<file path="src/rtl/display_scan_mux.sv">
// display_scan_mux: scans NUM_DIGITS 7-segment digits with hex decode, a dead-time cycle between digits, leading-zero blanking and frame-safe double buffering.
// Latency: anode/seg/dp/frame_done are registered, one cycle behind the scan state (prescaler, idx, dead, shadow).
// Backpressure: none; load is a fire-and-forget strobe and the most recent load before a frame wrap is what the next frame shows.
module display_scan_mux #(
    parameter int NUM_DIGITS       = 4,
    parameter int SCAN_DIV         = 50000,
    parameter bit ANODE_ACTIVE_LOW = 1'b1,
    parameter bit SEG_ACTIVE_LOW   = 1'b1,
    parameter bit BLANK_LEADING    = 1'b1
) (
    input  logic                    clk,
    input  logic                    rst,
    input  logic                    enable,
    input  logic                    load,
    input  logic [4*NUM_DIGITS-1:0] digits_in,
    input  logic [NUM_DIGITS-1:0]   dp_in,
    output logic [NUM_DIGITS-1:0]   anode,
    output logic [6:0]              seg,
    output logic                    dp,
    output logic                    frame_done
);
    localparam int PW = (SCAN_DIV > 1) ? $clog2(SCAN_DIV) : 1;
    localparam int IW = (NUM_DIGITS > 1) ? $clog2(NUM_DIGITS) : 1;
    localparam logic [PW-1:0] PRE_LAST = PW'(SCAN_DIV - 1);
    localparam logic [IW-1:0] IDX_LAST = IW'(NUM_DIGITS - 1);
    localparam logic [NUM_DIGITS-1:0] ANODE_OFF = {NUM_DIGITS{ANODE_ACTIVE_LOW}};
    localparam logic [6:0] SEG_OFF = {7{SEG_ACTIVE_LOW}};
    localparam logic DP_OFF = SEG_ACTIVE_LOW;

    // Hex nibble to active-high segments {g,f,e,d,c,b,a}
    function automatic logic [6:0] decode(input logic [3:0] nib);
        logic [6:0] s;
        case (nib)
            4'h0: s = 7'b0111111;
            4'h1: s = 7'b0000110;
            4'h2: s = 7'b1011011;
            4'h3: s = 7'b1001111;
            4'h4: s = 7'b1100110;
            4'h5: s = 7'b1101101;
            4'h6: s = 7'b1111101;
            4'h7: s = 7'b0000111;
            4'h8: s = 7'b1111111;
            4'h9: s = 7'b1101111;
            4'hA: s = 7'b1110111;
            4'hB: s = 7'b1111100;
            4'hC: s = 7'b0111001;
            4'hD: s = 7'b1011110;
            4'hE: s = 7'b1111001;
            default: s = 7'b1110001;
        endcase
        return s;
    endfunction

    logic [PW-1:0]           pre;
    logic [IW-1:0]           idx;
    logic                    dead;
    logic [4*NUM_DIGITS-1:0] hold_dig;
    logic [NUM_DIGITS-1:0]   hold_dp;
    logic [4*NUM_DIGITS-1:0] shadow_dig;
    logic [NUM_DIGITS-1:0]   shadow_dp;
    logic                    load_pending;

    logic                    tick;
    logic                    wrap;
    logic [3:0]              cur_nib;
    logic                    cur_dp;
    logic                    cur_blank;
    logic                    run_zero;
    logic [NUM_DIGITS-1:0]   sel;

    assign tick = enable && (pre == PRE_LAST);
    assign wrap = tick && (idx == IDX_LAST);
    assign sel  = {{(NUM_DIGITS-1){1'b0}}, 1'b1} << idx;

    // Select the current digit's nibble/dp and decide leading-zero blanking
    // by walking from the most significant digit down, tracking "all zero so far".
    always_comb begin
        cur_nib   = 4'h0;
        cur_dp    = 1'b0;
        cur_blank = 1'b0;
        run_zero  = 1'b1;
        for (int i = NUM_DIGITS - 1; i >= 0; i--) begin
            run_zero = run_zero && (shadow_dig[4*i +: 4] == 4'h0) && !shadow_dp[i];
            if (idx == IW'(i)) begin
                cur_nib   = shadow_dig[4*i +: 4];
                cur_dp    = shadow_dp[i];
                cur_blank = BLANK_LEADING && (i != 0) && run_zero;
            end
        end
    end

    // Prescaler, digit index and the one-cycle dead-time flag after each slot
    always_ff @(posedge clk or posedge rst) begin
        if (rst) begin
            pre  <= '0;
            idx  <= '0;
            dead <= 1'b0;
        end else if (!enable) begin
            pre  <= '0;
            idx  <= '0;
            dead <= 1'b0;
        end else if (tick) begin
            pre  <= '0;
            idx  <= (idx == IDX_LAST) ? '0 : idx + 1'b1;
            dead <= 1'b1;
        end else begin
            pre  <= pre + 1'b1;
            dead <= 1'b0;
        end
    end

    // Hold register takes every load; shadow only changes on a frame wrap
    always_ff @(posedge clk or posedge rst) begin
        if (rst) begin
            hold_dig     <= '0;
            hold_dp      <= '0;
            shadow_dig   <= '0;
            shadow_dp    <= '0;
            load_pending <= 1'b0;
        end else begin
            if (load) begin
                hold_dig <= digits_in;
                hold_dp  <= dp_in;
            end
            if (wrap && load) begin
                shadow_dig   <= digits_in;
                shadow_dp    <= dp_in;
                load_pending <= 1'b0;
            end else if (wrap && load_pending) begin
                shadow_dig   <= hold_dig;
                shadow_dp    <= hold_dp;
                load_pending <= 1'b0;
            end else if (load) begin
                load_pending <= 1'b1;
            end
        end
    end

    // Registered pin drive with polarity applied; dark during dead time or when disabled
    always_ff @(posedge clk or posedge rst) begin
        if (rst) begin
            anode      <= ANODE_OFF;
            seg        <= SEG_OFF;
            dp         <= DP_OFF;
            frame_done <= 1'b0;
        end else begin
            frame_done <= wrap;
            if (!enable || dead) begin
                anode <= ANODE_OFF;
                seg   <= SEG_OFF;
                dp    <= DP_OFF;
            end else begin
                anode <= ANODE_ACTIVE_LOW ? ~sel : sel;
                if (cur_blank)
                    seg <= SEG_OFF;
                else
                    seg <= SEG_ACTIVE_LOW ? ~decode(cur_nib) : decode(cur_nib);
                dp <= SEG_ACTIVE_LOW ? ~cur_dp : cur_dp;
            end
        end
    end

endmodule

</file>
<file path="config.mk">
export PLATFORM = sky130hd
export DESIGN_NAME = display_scan_mux
export DESIGN_NICKNAME = d
export VERILOG_FILES = /design/src/rtl/display_scan_mux.sv
export SDC_FILE = /design/constraint.sdc
export NUM_CORES = 1
export LEC_CHECK = 0
export ABC_AREA = 1
export CORE_MARGIN = 2
export CORE_UTILIZATION = 35
export CTS_CLUSTER_DIAMETER = 80
export CTS_CLUSTER_SIZE = 20
export DETAILED_ROUTE_END_ITERATION = 6
export SYNTH_ARGS = -nofsm -noshare
export SYNTH_HDL_FRONTEND = slang
export SYNTH_SLANG_ARGS = --single-unit
export TNS_END_PERCENT = 100
</file>
<file path="constraint.sdc">
create_clock -name clk -period 2.5 [get_ports clk]
set_input_delay 0.75 -clock clk [delete_from_list [all_inputs] [get_ports clk]]
set_output_delay 0.75 -clock clk [all_outputs]
set_load 0.005 [all_outputs]
</file>
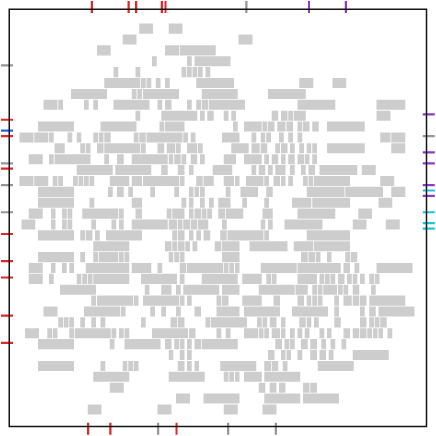
*Pin map*
(4 px per µm) Pins as bars across the die edge, other pins in gray.
Key: blue = load [pins 1, direction input, edge left]; purple = seg [pins 7, direction output, edge 5 right, 2 top]; cyan = anode [pins 4, direction output, edge right]; red = digits_in [pins 16, direction input, edge 8 left, 5 top, 3 bottom]
All pins by edge: 13 left, 10 right, 8 top, 6 bottom.
# port buffers: 36
die height: 104 µm
Die W: 104 µm

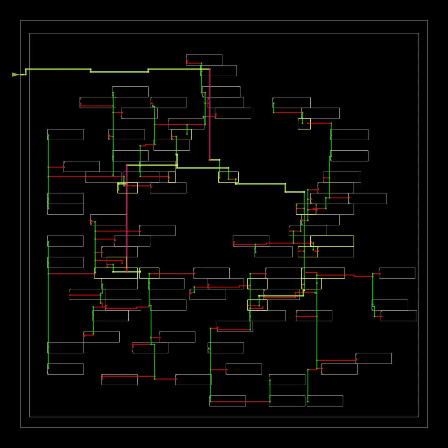
*The clock network*
Setup Skew: 12.8 ps
CLK BUF: 10
registers: 73

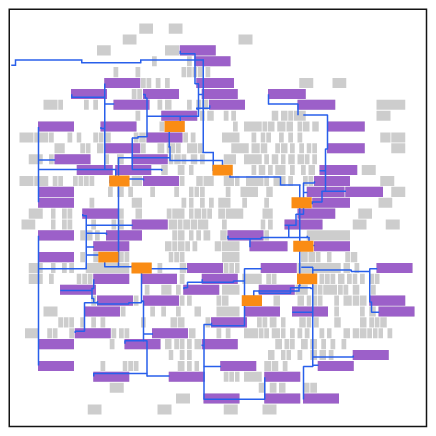
*Clock network drawn from the DEF*
(4 px per µm)
Key: purple = flip-flops [count 73]; blue = clock wires [length 878 µm]; orange = clock-net drivers [count 9]
There are 10 routed clock nets.
P_clk: 0.00110 W
clock network power share: 0.444
clk latency late pin: 340 ps

==> path summary, 6_finish.rpt <==
check | to | cells past startpoint
worst min-delay path | pre[15] | 1
worst min register to register | pre[15] | 1
max in group asynchronous | anode[0] | 3
worst max-delay path | seg[2] | 13
worst max register to register | seg[2] | 13
min in group asynchronous | pre[10] | 3
==> power groups by stage <==
stage,sequential (W),combinational [W],clock (W)
finish,0.00123,0.000151,0.00110
global route,0.00124,0.000174,0.00119
CTS,0.00123,0.000156,0.00114
detailed placement,0.00126,0.000156,0
global placement,0.00126,0.000154,0
floorplan,0.00126,0.0000758,0
==> flip-flops by register name, summed over array words and instances, names as in the netlist <==
name and flops:
shadow_dig 16, pre 16, hold_dp 4, frame_done 1, anode 4, dead 1
load_pending 1, seg 7, shadow_dp 4, dp 1, idx 2, hold_dig 16
==> layer usage <==
layer / wire length, µm / GRT usage / part of all wire / up-vias
met5: 0 / 0 / 0 / -
met4: 92 / 0.0473 / 0.013 / 0
met3: 294 / 0.0376 / 0.042 / 9
met2: 3150 / 0.222 / 0.45 / 47
met1: 3480 / 0.178 / 0.50 / 1281
li1: - / - / - / 1449
==> worst max-delay path: stages, from the launching register on <==
cell and delay (ps):
dfrtp_1 380, inv_1 100, ha_1 290, inv_2 120, nand3_1 70, nand2_1 80
nand2_1 70, a21boi_0 380, ha_1 280, inv_1 70, nand3_1 100, nand2_1 60
nand2_1 70, nand2_1 40
==> final cells by class <==
class	instances	area (µm²)
Sequential cell	73	1840
Clock inverter	5	104
Clock buffer	10	138
Inverter	49	188
Multi-Input combinational cell	299	1390
Tap cell	133	166
Timing Repair Buffer	44	433
Fill cell	999	5470
==> cells in the mapped netlist <==
master	n	area [µm²]
a21boi_0	2	15.0
a21oi_1	17	85.1
a41oi_1	1	8.76
buf_1	2	7.51
buf_2	3	15.0
buf_4	2	15.0
buf_6	3	33.8
clkbuf_1	2	7.51
clkinv_1	1	3.75
dfrtp_1	61	1530
dfstp_2	12	315
ha_1	11	138
inv_1	46	173
inv_2	2	7.51
nand2_1	161	604
nand3_1	30	150
nand3_2	1	10.0
nand3b_1	1	7.51
nand4_1	5	31.3
nor2_1	30	113
nor2_2	1	6.26
nor3_1	5	25.0
nor3_4	1	16.3
o211a_1	1	10.0
o21ai_0	29	145
o21ai_2	1	8.76
o221ai_1	1	8.76
xor2_1	1	8.76
==> cell families after synthesis <==
family / Yosys count
flip-flops: 73
XOR/XNOR: 1
buffers and inverters: 61
AND/OR/NAND/NOR: 235
adder cells (fa/ha/maj): 11
AND-OR/OR-AND: 52
==> per-stage QoR <==
| stage | area (µm²) | total power [W] | util |
|---|---|---|---|
| finish | 4260 | 0.00249 | 0.438 |
| global route | 4260 | 0.00260 | 0.438 |
| CTS | 4260 | 0.00253 | 0.438 |
| detailed placement | 4020 | 0.00141 | 0.413 |
| global placement | 4020 | 0.00141 | 0.413 |
| floorplan | 3500 | 0.00133 | - |
==> ci_impl_report.md <==
## Implementation flow summary

| Metric | Value |
|---|---|
| Switching power | 0.000514 W |
| Crit start category | flip-flop |
| Hold_sp | pre[15] |
| Floorplan Nets | ~470 |
| Nets | 511 |
| Net Sw Frac | 0.206 |
| Final hold vios | 0 |
| Worst hold path type | flip-flop to flip-flop |
| Status | complete, no violations |
| Leakage | 2.06 nW |
| Synth Area in Compound Gates | 0.0805 |
| Maximum number of pins on one net before global-route repair | around 74 |
| Post-cts resize count | 0 |
| CTS hold repair buffers | 0 |
| XOR/XNOR share of the synthesized area | 0.00251 |
| Aggregate global routing overflow | 0 |
| Adder Area Share | 0.0394 |
| R2R Setup Slk | 310 ps |
| Yosys reg bits | 73 |
| I/O pins | 37 |
| Routed vias | 2786 |
| Int Pwr | 0.00198 W |
| Max cap viols | 0 |
| Avg Cell Area, Syn | 8.07 µm² |
| Post-Syn Instances | 433 |
| Mux area share | 0 |
| Endpoint kind of the worst setup timing path | flip-flop |
| H-tree lvl count | 3 |
| Final Max Slew Viols | 0 |
| Dpl ws | 291 ps |
| Number of cells in Yosys stat | 433 |
| Yosys stat chip area | 3500 µm² |
| Most numerous logic cell after layout | nand2_1 |
| Initial antenna violation count | 0 |
| Drt total wl | between 7000 and 8000 µm |
| Clock root cell | clkbuf_8 |
| F_max | around 0.46 GHz |
| # placed instances | 598 |
| Worst slew pin tran | roughly 450 ps |
| OpenROAD warnings | 34 |
| Post-synth seq share | 0.527 |
| Crit path arrival time | around 2500 ps |
| GRT Overall Usage | 0.137 |
| Yosys warnings | 0 |
| Layout cell share with drive strength beyond 1 | 0.0875 |
Power figures rest on the tool's default switching activity, not on a simulated workload.
